**Signal wires by layer**

Two of the layers only.
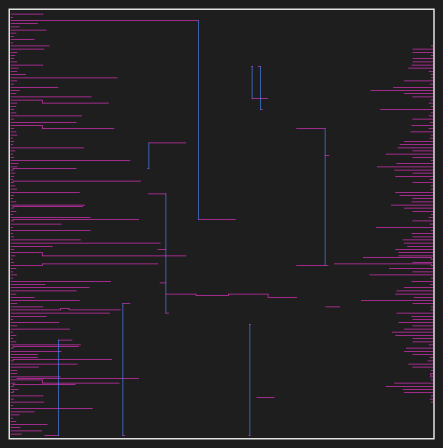
**Cell sizes after repair**

The bar under the picture is 50 um long.
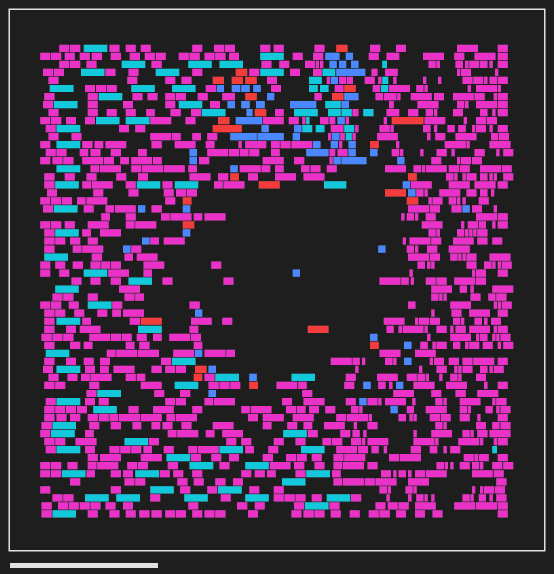
===== src/rtl/mult_pkg.sv =====
// mult_arbiter shared types and constants.
// State encoding and default widths for the shared-multiplier front end.
package mult_pkg;

  localparam int MULT_W = 32;
  localparam int PROD_W = 2 * MULT_W;

  typedef enum logic [1:0] {
    IDLE  = 2'd0,
    ISSUE = 2'd1,
    WAIT  = 2'd2,
    RESP  = 2'd3
  } state_t;

endpackage


===== src/rtl/rr_arbiter.sv =====
// Combinational round-robin picker for mult_arbiter.
// Search begins at i_ptr and wraps modulo NREQ; caller owns the pointer.
module rr_arbiter #(
  parameter int NREQ = 4,
  parameter int IDW  = 3
) (
  input  logic [NREQ-1:0] i_req,
  input  logic [IDW-1:0]  i_ptr,
  output logic [NREQ-1:0] o_gnt,
  output logic [IDW-1:0]  o_idx,
  output logic            o_any
);

  logic [2*NREQ-1:0] w_dbl;
  logic [2*NREQ-1:0] w_sh;
  logic [IDW:0]      w_off;
  logic [IDW:0]      w_sum;

  assign w_dbl = {i_req, i_req};
  assign w_sh  = w_dbl >> i_ptr;

  // Rotate so the pointer is bit 0, take the lowest set bit, unrotate.
  always_comb begin
    o_any = 1'b0;
    w_off = '0;
    for (int k = 0; k < NREQ; k++) begin
      if (!o_any && w_sh[k]) begin
        o_any = 1'b1;
        w_off = (IDW+1)'(k);
      end
    end
    w_sum = {1'b0, i_ptr} + w_off;
    if (w_sum >= (IDW+1)'(NREQ)) begin
      w_sum = w_sum - (IDW+1)'(NREQ);
    end
    o_idx = w_sum[IDW-1:0];
    o_gnt = '0;
    if (o_any) begin
      o_gnt[o_idx] = 1'b1;
    end
  end

endmodule


===== src/rtl/mult_arbiter.sv =====
// Round-robin front end sharing one sequential multiplier among NREQ clients.
// Optional MULT_ARB_ZERO_BYPASS_EN: zero operands skip the multiplier.
module mult_arbiter
  import mult_pkg::*;
#(
  parameter int NREQ  = 4,
  parameter int WIDTH = MULT_W,
  parameter int IDW   = 3
) (
  input  logic                  clk,
  input  logic                  rst,
  input  logic [NREQ-1:0]       req_valid,
  output logic [NREQ-1:0]       req_ready,
  input  logic [NREQ*WIDTH-1:0] req_mcand,
  input  logic [NREQ*WIDTH-1:0] req_mlier,
  output logic                  rsp_valid,
  input  logic                  rsp_ready,
  output logic [IDW-1:0]        rsp_id,
  output logic [2*WIDTH-1:0]    rsp_product,
  output logic                  mul_start,
  output logic [WIDTH-1:0]      mul_mcand,
  output logic [WIDTH-1:0]      mul_mlier,
  input  logic                  mul_done,
  input  logic [2*WIDTH-1:0]    mul_product
);

  state_t             r_state;
  state_t             w_next;
  logic [IDW-1:0]     r_ptr;
  logic [IDW-1:0]     r_id;
  logic [WIDTH-1:0]   r_mcand;
  logic [WIDTH-1:0]   r_mlier;
  logic [2*WIDTH-1:0] r_product;

  logic [NREQ-1:0]    w_gnt;
  logic [IDW-1:0]     w_idx;
  logic               w_any;
  logic [WIDTH-1:0]   w_mcand;
  logic [WIDTH-1:0]   w_mlier;
  logic               w_zero;
  logic               w_accept;
  logic [IDW-1:0]     w_ptr_nxt;

  rr_arbiter #(
    .NREQ (NREQ),
    .IDW  (IDW)
  ) u_rr (
    .i_req (req_valid),
    .i_ptr (r_ptr),
    .o_gnt (w_gnt),
    .o_idx (w_idx),
    .o_any (w_any)
  );

  assign w_mcand  = req_mcand[w_idx*WIDTH +: WIDTH];
  assign w_mlier  = req_mlier[w_idx*WIDTH +: WIDTH];
  assign w_accept = (r_state == IDLE) && w_any && rst;

  assign w_ptr_nxt = (w_idx == IDW'(NREQ-1)) ? '0 : w_idx + 1'b1;

`ifdef MULT_ARB_ZERO_BYPASS_EN
  assign w_zero = (w_mcand == '0) || (w_mlier == '0);
`else
  assign w_zero = 1'b0;
`endif

  // Next-state and handshake outputs.
  always_comb begin
    w_next    = r_state;
    req_ready = '0;
    mul_start = 1'b0;
    rsp_valid = 1'b0;
    unique case (r_state)
      IDLE: begin
        if (rst) begin
          req_ready = w_gnt;
        end
        if (w_any) begin
          w_next = w_zero ? RESP : ISSUE;
        end
      end
      ISSUE: begin
        mul_start = 1'b1;
        w_next    = WAIT;
      end
      WAIT: begin
        if (mul_done) begin
          w_next = RESP;
        end
      end
      RESP: begin
        rsp_valid = 1'b1;
        if (rsp_ready) begin
          w_next = IDLE;
        end
      end
      default: w_next = IDLE;
    endcase
  end

  // State register; reset drops any in-flight operation.
  always_ff @(posedge clk) begin
    if (!rst) begin
      r_state <= IDLE;
    end else begin
      r_state <= w_next;
    end
  end

  // Grant pointer, latched operands, id and product.
  always_ff @(posedge clk) begin
    if (!rst) begin
      r_ptr     <= '0;
      r_id      <= '0;
      r_mcand   <= '0;
      r_mlier   <= '0;
      r_product <= '0;
    end else begin
      if (w_accept) begin
        r_ptr   <= w_ptr_nxt;
        r_id    <= w_idx;
        r_mcand <= w_mcand;
        r_mlier <= w_mlier;
        if (w_zero) begin
          r_product <= '0;
        end
      end
      if (r_state == WAIT && mul_done) begin
        r_product <= mul_product;
      end
    end
  end

  assign rsp_id      = r_id;
  assign rsp_product = r_product;
  assign mul_mcand   = r_mcand;
  assign mul_mlier   = r_mlier;

endmodule


===== config.mk =====
export PLATFORM = sky130hd
export DESIGN_NAME = mult_arbiter
export DESIGN_NICKNAME = d
export VERILOG_FILES = /design/src/rtl/mult_pkg.sv /design/src/rtl/rr_arbiter.sv /design/src/rtl/mult_arbiter.sv
export SDC_FILE = /design/constraint.sdc
export NUM_CORES = 1
export LEC_CHECK = 0
export CORE_AREA = 10 10 171 173
export CTS_BUF_LIST = sky130_fd_sc_hd__clkbuf_4
export CTS_CLUSTER_SIZE = 8
export DETAILED_ROUTE_END_ITERATION = 16
export DIE_AREA = 0 0 181 183
export GPL_ROUTABILITY_DRIVEN = 0
export MAX_ROUTING_LAYER = met4
export PLACE_DENSITY_LB_ADDON = 0.15
export RECOVER_POWER = 25
export REMOVE_ABC_BUFFERS = 1
export SYNTH_ARGS = -nofsm -noshare
export SYNTH_HDL_FRONTEND = slang
export SYNTH_SLANG_ARGS = --single-unit
export TNS_END_PERCENT = 1

===== constraint.sdc =====
create_clock -name clk -period 3.3 [get_ports clk]
set_clock_uncertainty 0.1 [all_clocks]
set_input_delay 0.33 -clock clk [delete_from_list [all_inputs] [get_ports clk]]
set_output_delay 0.33 -clock clk [all_outputs]
set_load 0.02 [all_outputs]

==> flow_summary.toml <==
# generated from flow reports
[floorplan]
die_x_um = 181
pin_count = 465
die_h_um = 183

[status]
status = "finished, violations left"
violations = "setup timing"

[power]
p_int_mw = 5.44
power_density_nw_per_um2 = 739
swShare_pct = 39.1
pwr-share-seq_pct = 27.5
comb_power_share_pct = 59.7
p_sw_mw = 3.50
p_leak_nw = 4.39
power_mw = 8.94

[timing]
period_used_pct = 101
period_minus_slack_ns = 3.33
worst_slew_pin_slew_ns = 1.38
timing.final.ws_setup_ns = -0.0300
rsz0062_at_grt = "yes"
setup_viol = 2

[clock_tree]
ctsHtreeMaxLevel = 4
clockBufferDepth = 2
cts-hold-fix-buffers = 0

[finish]
drive_gt1_share_pct = 16.0
layout.cells.non_filler = 1399
syn2layout_area_growth_pct = 83.5

[setup_path]
worstPathArrival_ns = 2.90
reg2reg_from = "r_ptr[0]$_SDFFE_PN0P_"
crit_required_ns = 2.87
cp-start-kind = "flip-flop"
cp-end-kind = "primary output"

[flow_run]
warnings = 33
cap_violations = 0

[yosys]
ys_seq_share_pct = 41.3
ys.flop_type = "dfxtp_1"
syn_area_um2 = 6590
ys_area_um2 = 6590

[placed_design]
port_buffers = 464

[routing]
postRouteAntennaNets = 0
drt_iter0_drc = 299
first_pass_iters = 4
route.detailed.drc = 0

[global_route]
grt_max_degree = 68
Notes on 'signal wires by layer' above:
- metal 4: blue (wire length 382 um)
- metal 3: magenta (wire length 3,200 um)

Notes on 'cell sizes after repair' above:
- _2 cells: cyan (cells 83; share 7.8%; most used mux4_2)
- _3 and _4 cells: blue (cells 61; share 5.7%; most used buf_4)
- _6 and larger: red (cells 26; share 2.4%; most used buf_6)
- _0 and _1 cells: magenta (cells 892; share 84%; most used clkdlybuf4s50_1)

cells by family after synthesis:
group / after synthesis / synth area share (%)
and+or+nand+nor: 154 / 9.77
AOI/OAI and AO/OA: 151 / 18.8
DFF: 136 / 41.3
muxes: 65 / 22.0
buffers and inverters: 61 / 5.88
adders and majority gates: 11 / 2.20
metal layers:
metal	global-route usage [%]	share of wire, %	vias to the layer above
met1	17.7	37	2949
met4	4.13	1.3	0
li1	-	-	3084
met3	8.70	11	22
met5	-	0	-
met2	30.9	51	278
power by group through the flow:
| stage | clock [mW] | combinational, mW | sequential, mW |
|---|---|---|---|
| after floorplan | 0 | 2.38 | 3.08 |
| after global placement | 0 | 5.31 | 2.46 |
| after detailed placement | 0 | 5.28 | 2.47 |
| after CTS | 1.20 | 5.45 | 2.45 |
| after global routing | 1.27 | 5.74 | 2.53 |
| final | 1.14 | 5.34 | 2.45 |
final cells by class:
cell class / count / area, um2
Fill cell: 2442 / 13700
Timing Repair Buffer: 503 / 5020
Multi-Input combinational cell: 381 / 3600
Sequential cell: 136 / 2730
Tap cell: 335 / 419
Clock inverter: 15 / 155
Clock buffer: 17 / 128
Inverter: 10 / 40.0
Antenna cell: 2 / 5.00
per-stage QoR:
stage	instance area, um2	TNS [ns]	worst slack, ns
2_1_floorplan	6240	-119.14	-2.05
3_3_place_gp	11700	-19.29	-0.495
3_5_place_dp	11700	-21.17	-0.495
4_1_cts	12100	-0.450	-0.130
5_1_grt	12100	-2.88	-0.259
6_report	12100	-0.0359	-0.0300
state kept, by name, indices dropped and copies added (netlist names):
register / cells
r_state: 2
rsp_product: 64
mul_mcand: 32
r_ptr: 3
mul_mlier: 32
rsp_id: 3
path summary, 6_finish.rpt:
path	endpoint	slack [ns]	cells after the start
worst max-delay path	req_ready[0]	-0.03	11
worst min-delay path	rsp_product[35]$_SDFFE_PN0P_	0.20	3
worst max register to register	mul_mlier[1]$_SDFFE_PN0P_	0.09	13
worst min register to register	rsp_product[9]$_SDFFE_PN0P_	0.37	2
what timing repair did:
item / CTS / global route
gates resized: 48 / 8
setup endpoints to repair: 4 / 68
setup buffers: 5 / 0
pin swaps: 8 / 8
cells in the final DEF, fill, tap and decap left out, drive strengths merged, types with 3 or more instances in the layout:
cell type / count
a21boi: 64
a21o: 3
a21oi: 4
a22o: 68
and2: 5
buf: 42
clkbuf: 19
clkdlybuf4s50: 454
clkinvlp: 4
dfxtp: 136
dlygate4sd3: 5
ha: 10
inv: 20
mux4: 64
nand2: 136
nor2b: 3
nor3: 3
worst max-delay path, stage by stage, from the launching register on:
cell      delay (ns)
dfxtp_4         0.40
and4bb_2        0.23
a21o_1          0.17
a211oi_2        0.22
a21oi_2         0.07
ha_4            0.17
inv_2           0.05
fa_2            0.49
buf_6           0.16
ha_4            0.14
and2_4          0.13
buf_6           0.12
Power and IR drop assume default switching activity.
